Design neuron_trainer, sky130hd; sources not shown.
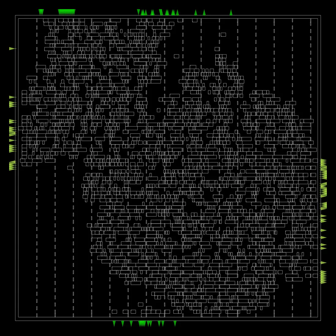
Fig. 1. Cell placement (run 1).
area inside the core boundary: 0.0511 mm^2
final design utilization: 38.6%

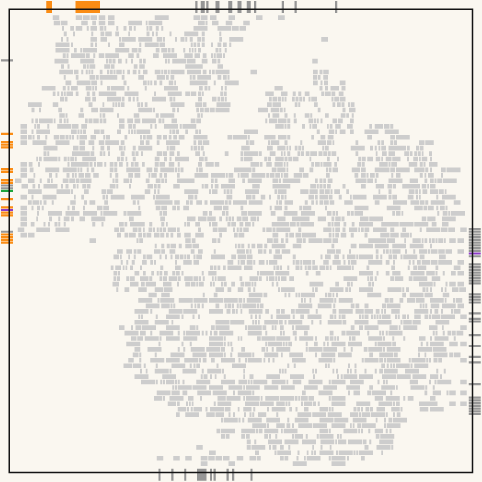
Fig. 2. I/O pins on the die edge (run 1).
Scale: 2 px per um. Pins as bars across the die edge, other pins in gray.
`t_bus`: shown in purple, pins 2, direction input, edge 1 left, 1 right. `sample_count`: shown in orange, pins 32, direction input, edge 16 top, 16 left. `sample_valid`: shown in green, pins 1, direction input, edge left.
All pins by edge: 38 right, 32 top, 22 left, 13 bottom.
number of port buffers: 104
Chip Height: 231 um

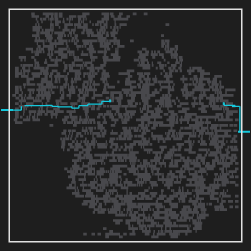
Fig. 3. Port wiring (run 1).
Scale: 1 px per um.
`t_bus`: shown in cyan, bits 2, direction input, edge 1 left, 1 right, end cells 2, buffers 2, wire 158 um.
# IOs: 105

==> results.toml, run 1 <==
# physical design summary
[route]
drt-total-wl_mm = 51.8
first_pass_iters = 5
post-route-drc-count = 0
drt_first_iter_violations = 885
routed_len_inst_um = 17.9
dr_total_vias = 15200
route.antenna.remaining_nets = 0
post_drt_via_cell_ratio = 5.25

[synthesis]
yosys_warnings = 6
synth.avg_cell_area_um2 = 8.14
syn-cell-area_mm2 = 0.0175
synthCells = 2150

[setup_path]
cp_data_arrival_time_ns = 6.53
worst_reg_to_reg_path_cell_count = 17
worstPathRequired_ns = 9.86
cp_cell_sequence = "inv_1 -> nor2_1 -> fa_1 -> fa_1 -> fa_1 -> fa_1 -> fa_1 -> fa_1 -> ha_1 -> and2_4 -> a221oi_4 -> a21oi_2 -> o31a_1 -> o221ai_1 -> xnor2_1 -> nand2_1 -> a21oi_1"
critical-path-slowest-cell = "sky130_fd_sc_hd__dfxtp_1"
timing.critical_path.slowest_cell_delay_ns = 0.71

[clocking]
clock_tree.buffer_depth = 2
worst_setup_hold_path_clk_slew_ns = 0.07
clkLatencyLatePin_ns = 0.44

[pwr]
peakVddDrop_mv = 0.107
leakage_power_total_nw = 8.46
power_per_cell_area_mw_per_mm2 = 92.6

[grt]
antenna_found_initial = 1
grt.total_usage_pct = 19.6
grt_ovf = 0
vias_in_the_first_global_route = 15200

[sta]
max-slew-margin-rel_pct = 35.0
setup_tns_ns = 0
timing.hold.ws_ns = 0.469
setup_viol = 0
fin_crit_ns = 6.17
final_critical_path_setup_slack_ns = 3.33
setup_repair_after_global_routing_missed_its_margin = "false"
achievable-frequency_mhz = 162

[final_layout]
layout-area-overhead-vs-synth_pct = 12.6
antenna_cells_inserted = 0
nFillCells = 5298
layout.cells.non_filler = 2896

[hold_path]
min-delay-path-class = "register to register"
hold_depth = 2

[die]
core_util_floorplan_pct = 34.3
design.die.area_mm2 = 0.0533

[run]
number_of_warnings_the_tools_reported = 36

[outcome]
outcome = "completed"

[placement]
gp_congestion = 0.894
cell_total_after_placement = 2865
detailed_place.area_mm2 = 0.0192
-- run 1: power by group --
part | total (mW) | switching, mW | internal, mW
logic | 0.558 | 0.351 | 0.207
clock network | 0.618 | 0.279 | 0.339
registers | 0.651 | 0.0485 | 0.603
-- run 1: worst min-delay path, cell delays in order, from the launching register on --
cell,delay (ns)
sky130_fd_sc_hd__dfxtp_1,0.32
sky130_fd_sc_hd__nand2_1,0.05
sky130_fd_sc_hd__a21oi_1,0.05
-- run 1: final cells by class --
type	count	area [um^2]	area share [%]
clock buffer	20	447	2.27
clock inverter	10	75.1	0.381
inverter	252	948	4.81
multi-input combinational	1678	13500	68.4
sequential	137	2740	13.9
tap	680	851	4.32
timing repair buffer	119	1160	5.87
-- run 1: cells in the final DEF (no fill, tap or decap), types with 10 or more instances in the layout --
cell / n
sky130_fd_sc_hd__nand2_1: 330
sky130_fd_sc_hd__o21ai_1: 13
sky130_fd_sc_hd__xor2_1: 36
sky130_fd_sc_hd__nor3_1: 28
sky130_fd_sc_hd__o21ai_0: 80
sky130_fd_sc_hd__a31oi_1: 12
sky130_fd_sc_hd__nor4_1: 23
sky130_fd_sc_hd__dfxtp_1: 137
sky130_fd_sc_hd__and2_1: 103
sky130_fd_sc_hd__clkbuf_16: 17
sky130_fd_sc_hd__a211oi_2: 11
sky130_fd_sc_hd__o211ai_1: 14
sky130_fd_sc_hd__inv_1: 250
sky130_fd_sc_hd__ha_1: 130
sky130_fd_sc_hd__nor2_1: 114
sky130_fd_sc_hd__a211oi_1: 17
sky130_fd_sc_hd__or3_1: 18
sky130_fd_sc_hd__buf_4: 14
sky130_fd_sc_hd__fa_1: 212
sky130_fd_sc_hd__a21o_1: 18
sky130_fd_sc_hd__nand2b_1: 22
sky130_fd_sc_hd__nand3_1: 44
sky130_fd_sc_hd__clkdlybuf4s50_1: 104
sky130_fd_sc_hd__nor2b_1: 10
sky130_fd_sc_hd__a21oi_1: 182
sky130_fd_sc_hd__o21a_1: 17
sky130_fd_sc_hd__nand4_1: 20
sky130_fd_sc_hd__xnor2_1: 75
sky130_fd_sc_hd__and3_1: 19
-- run 1: per-layer routing --
layer,track usage (%),wire (um),up-vias
li1,-,-,7283
met1,25.9,23000,7480
met2,32.6,24800,353
met3,2.71,2310,76
met4,7.36,1710,2
met5,0,17,-
==> run 2: changes to the inputs <==
- clock period: 9.5 -> 6.1 ns (I/O delays scaled with it)
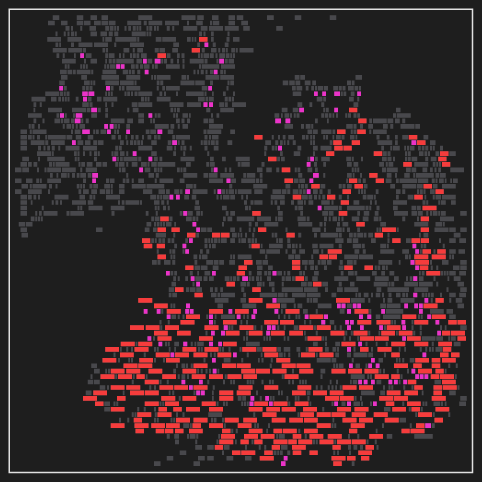
Fig. 4. Gate-type map (run 2).
Scale: 2 px per um.
fa/ha/maj cells: shown in red, cells 342, most used fa_1. and/or cells: shown in magenta, cells 164, most used and2_1, where spread over the die.
fin cells: 2942
logic share of the area: 67.0%
most common cell after layout, fill and taps aside: sky130_fd_sc_hd__nand2_1

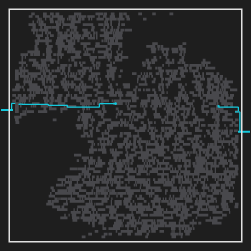
Fig. 5. Port wiring (run 2).
Scale: 1 px per um.
`t_bus`: shown in cyan, bits 2, direction input, edge 1 left, 1 right, end cells 2, buffers 2, wire 165 um.

==> run 2 against run 1 <==
Effect of this change: sequential share of layout area down 0.29 points; clock skew down 0.0012 ns; global-route usage up 0.13 points; register-to-register slack worse by 3.0 ns; count of clock-buffer cells in the layout unchanged; critical endpoint unchanged; critical path depth up 3; synthesized area unchanged; largest power group is now clock; synthesized cell count unchanged; clock power up 83%; die size unchanged; total power up 66%.
==> results.toml, run 2 <==
# physical design summary
[outcome]
outcome = "completed"

[setup_path]
cp_data_arrival_time_ns = 6.17
critical-path-slowest-cell = "sky130_fd_sc_hd__dfxtp_1"
worst_reg_to_reg_path_cell_count = 20
cp_cell_sequence = "and2_1 -> fa_1 -> inv_1 -> fa_1 -> fa_1 -> inv_1 -> fa_1 -> fa_1 -> inv_1 -> fa_1 -> inv_1 -> ha_1 -> and2_4 -> a221oi_4 -> a21oi_2 -> o31a_1 -> o221ai_1 -> xnor2_1 -> nand2_1 -> a21oi_1"

[placement]
portBuffers = 104

[pwr]
peakVddDrop_mv = 0.211

[route]
drt_first_iter_violations = 1001
post_drt_via_cell_ratio = 5.16
routed_len_inst_um = 17.6
first_pass_iters = 5
post-route-drc-count = 0
route.antenna.remaining_nets = 0

[sta]
fin_crit_ns = 5.79
setup_repair_after_global_routing_missed_its_margin = "false"
achievable-frequency_mhz = 173
final_critical_path_setup_slack_ns = 0.312
setup_tns_ns = 0

[die]
floorplan.core_area_mm2 = 0.0511
design.die.area_mm2 = 0.0533
pin_count = 105
die_h_um = 231
core_util_floorplan_pct = 34.3

[hold_path]
hold_depth = 2

[grt]
grt_ovf = 0
use_met3_pct = 2.82
grt-busiest-layer = "met2"
gr-usage-met2_pct = 33.4
use_met1_pct = 25.9
vias_in_the_first_global_route = 15100

[synthesis]
synth.avg_cell_area_um2 = 8.14
yosys_warnings = 6
synthCells = 2150

[final_layout]
antenna_cells_inserted = 0
layout_top_cells_excl_fill_tap = "sky130_fd_sc_hd__nand2_1 (330), sky130_fd_sc_hd__inv_1 (250), sky130_fd_sc_hd__fa_1 (212)"

[clocking]
clock_tree.buffer_depth = 2
worst_setup_hold_path_clk_slew_ns = 0.07

[run]
number_of_warnings_the_tools_reported = 36
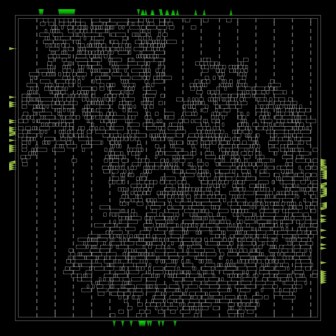
Fig. 6. Cell placement (run 2).
total number of placement rows: 83
final design utilization: 39.4%
register share of the cell area: 13.6%

-- run 2: area by class of cell --
class | count | area [um^2]
clock buffers | 20 | 457
flip-flops and latches | 137 | 2740
inverters | 252 | 948
repair buffers | 163 | 1480
clock inverters | 12 | 163
well taps | 680 | 851
fillers | 5259 | 31000
multi-input cells | 1678 | 13500
-- run 2: routing by layer --
layer  vias to the layer above  wire, um  share of wire, %
met4                         0      1510               2.9
met3                        60      2160               4.2
met2                       357     24900                48
met5                         -         0                 0
met1                      7413     23200                45
li1                       7364         -                 -
-- run 2: worst min-delay path, cell delays in order (launching register included) --
cell and delay, ns:
sky130_fd_sc_hd__dfxtp_1 0.32, sky130_fd_sc_hd__nand2_1 0.05, sky130_fd_sc_hd__a21oi_1 0.05
-- run 2: where the power goes --
part | total [mW] | switching [mW] | internal, mW
Sequential | 0.995 | 0.0569 | 0.939
Combinational | 0.912 | 0.570 | 0.342
Clock | 1.13 | 0.460 | 0.671
-- run 2: stage by stage --
step	hold slack, ns	instances	cell area (um^2)	utilization [%]
after floorplan	0.448	2150	17500	-
after global placement	0.461	2910	19500	38.2
after detailed placement	0.462	2910	19500	38.2
after CTS	0.470	2942	20100	39.4
after global routing	0.482	2942	20100	39.4
final	0.468	2942	20100	39.4
Power is estimated from default activity; no workload was simulated.
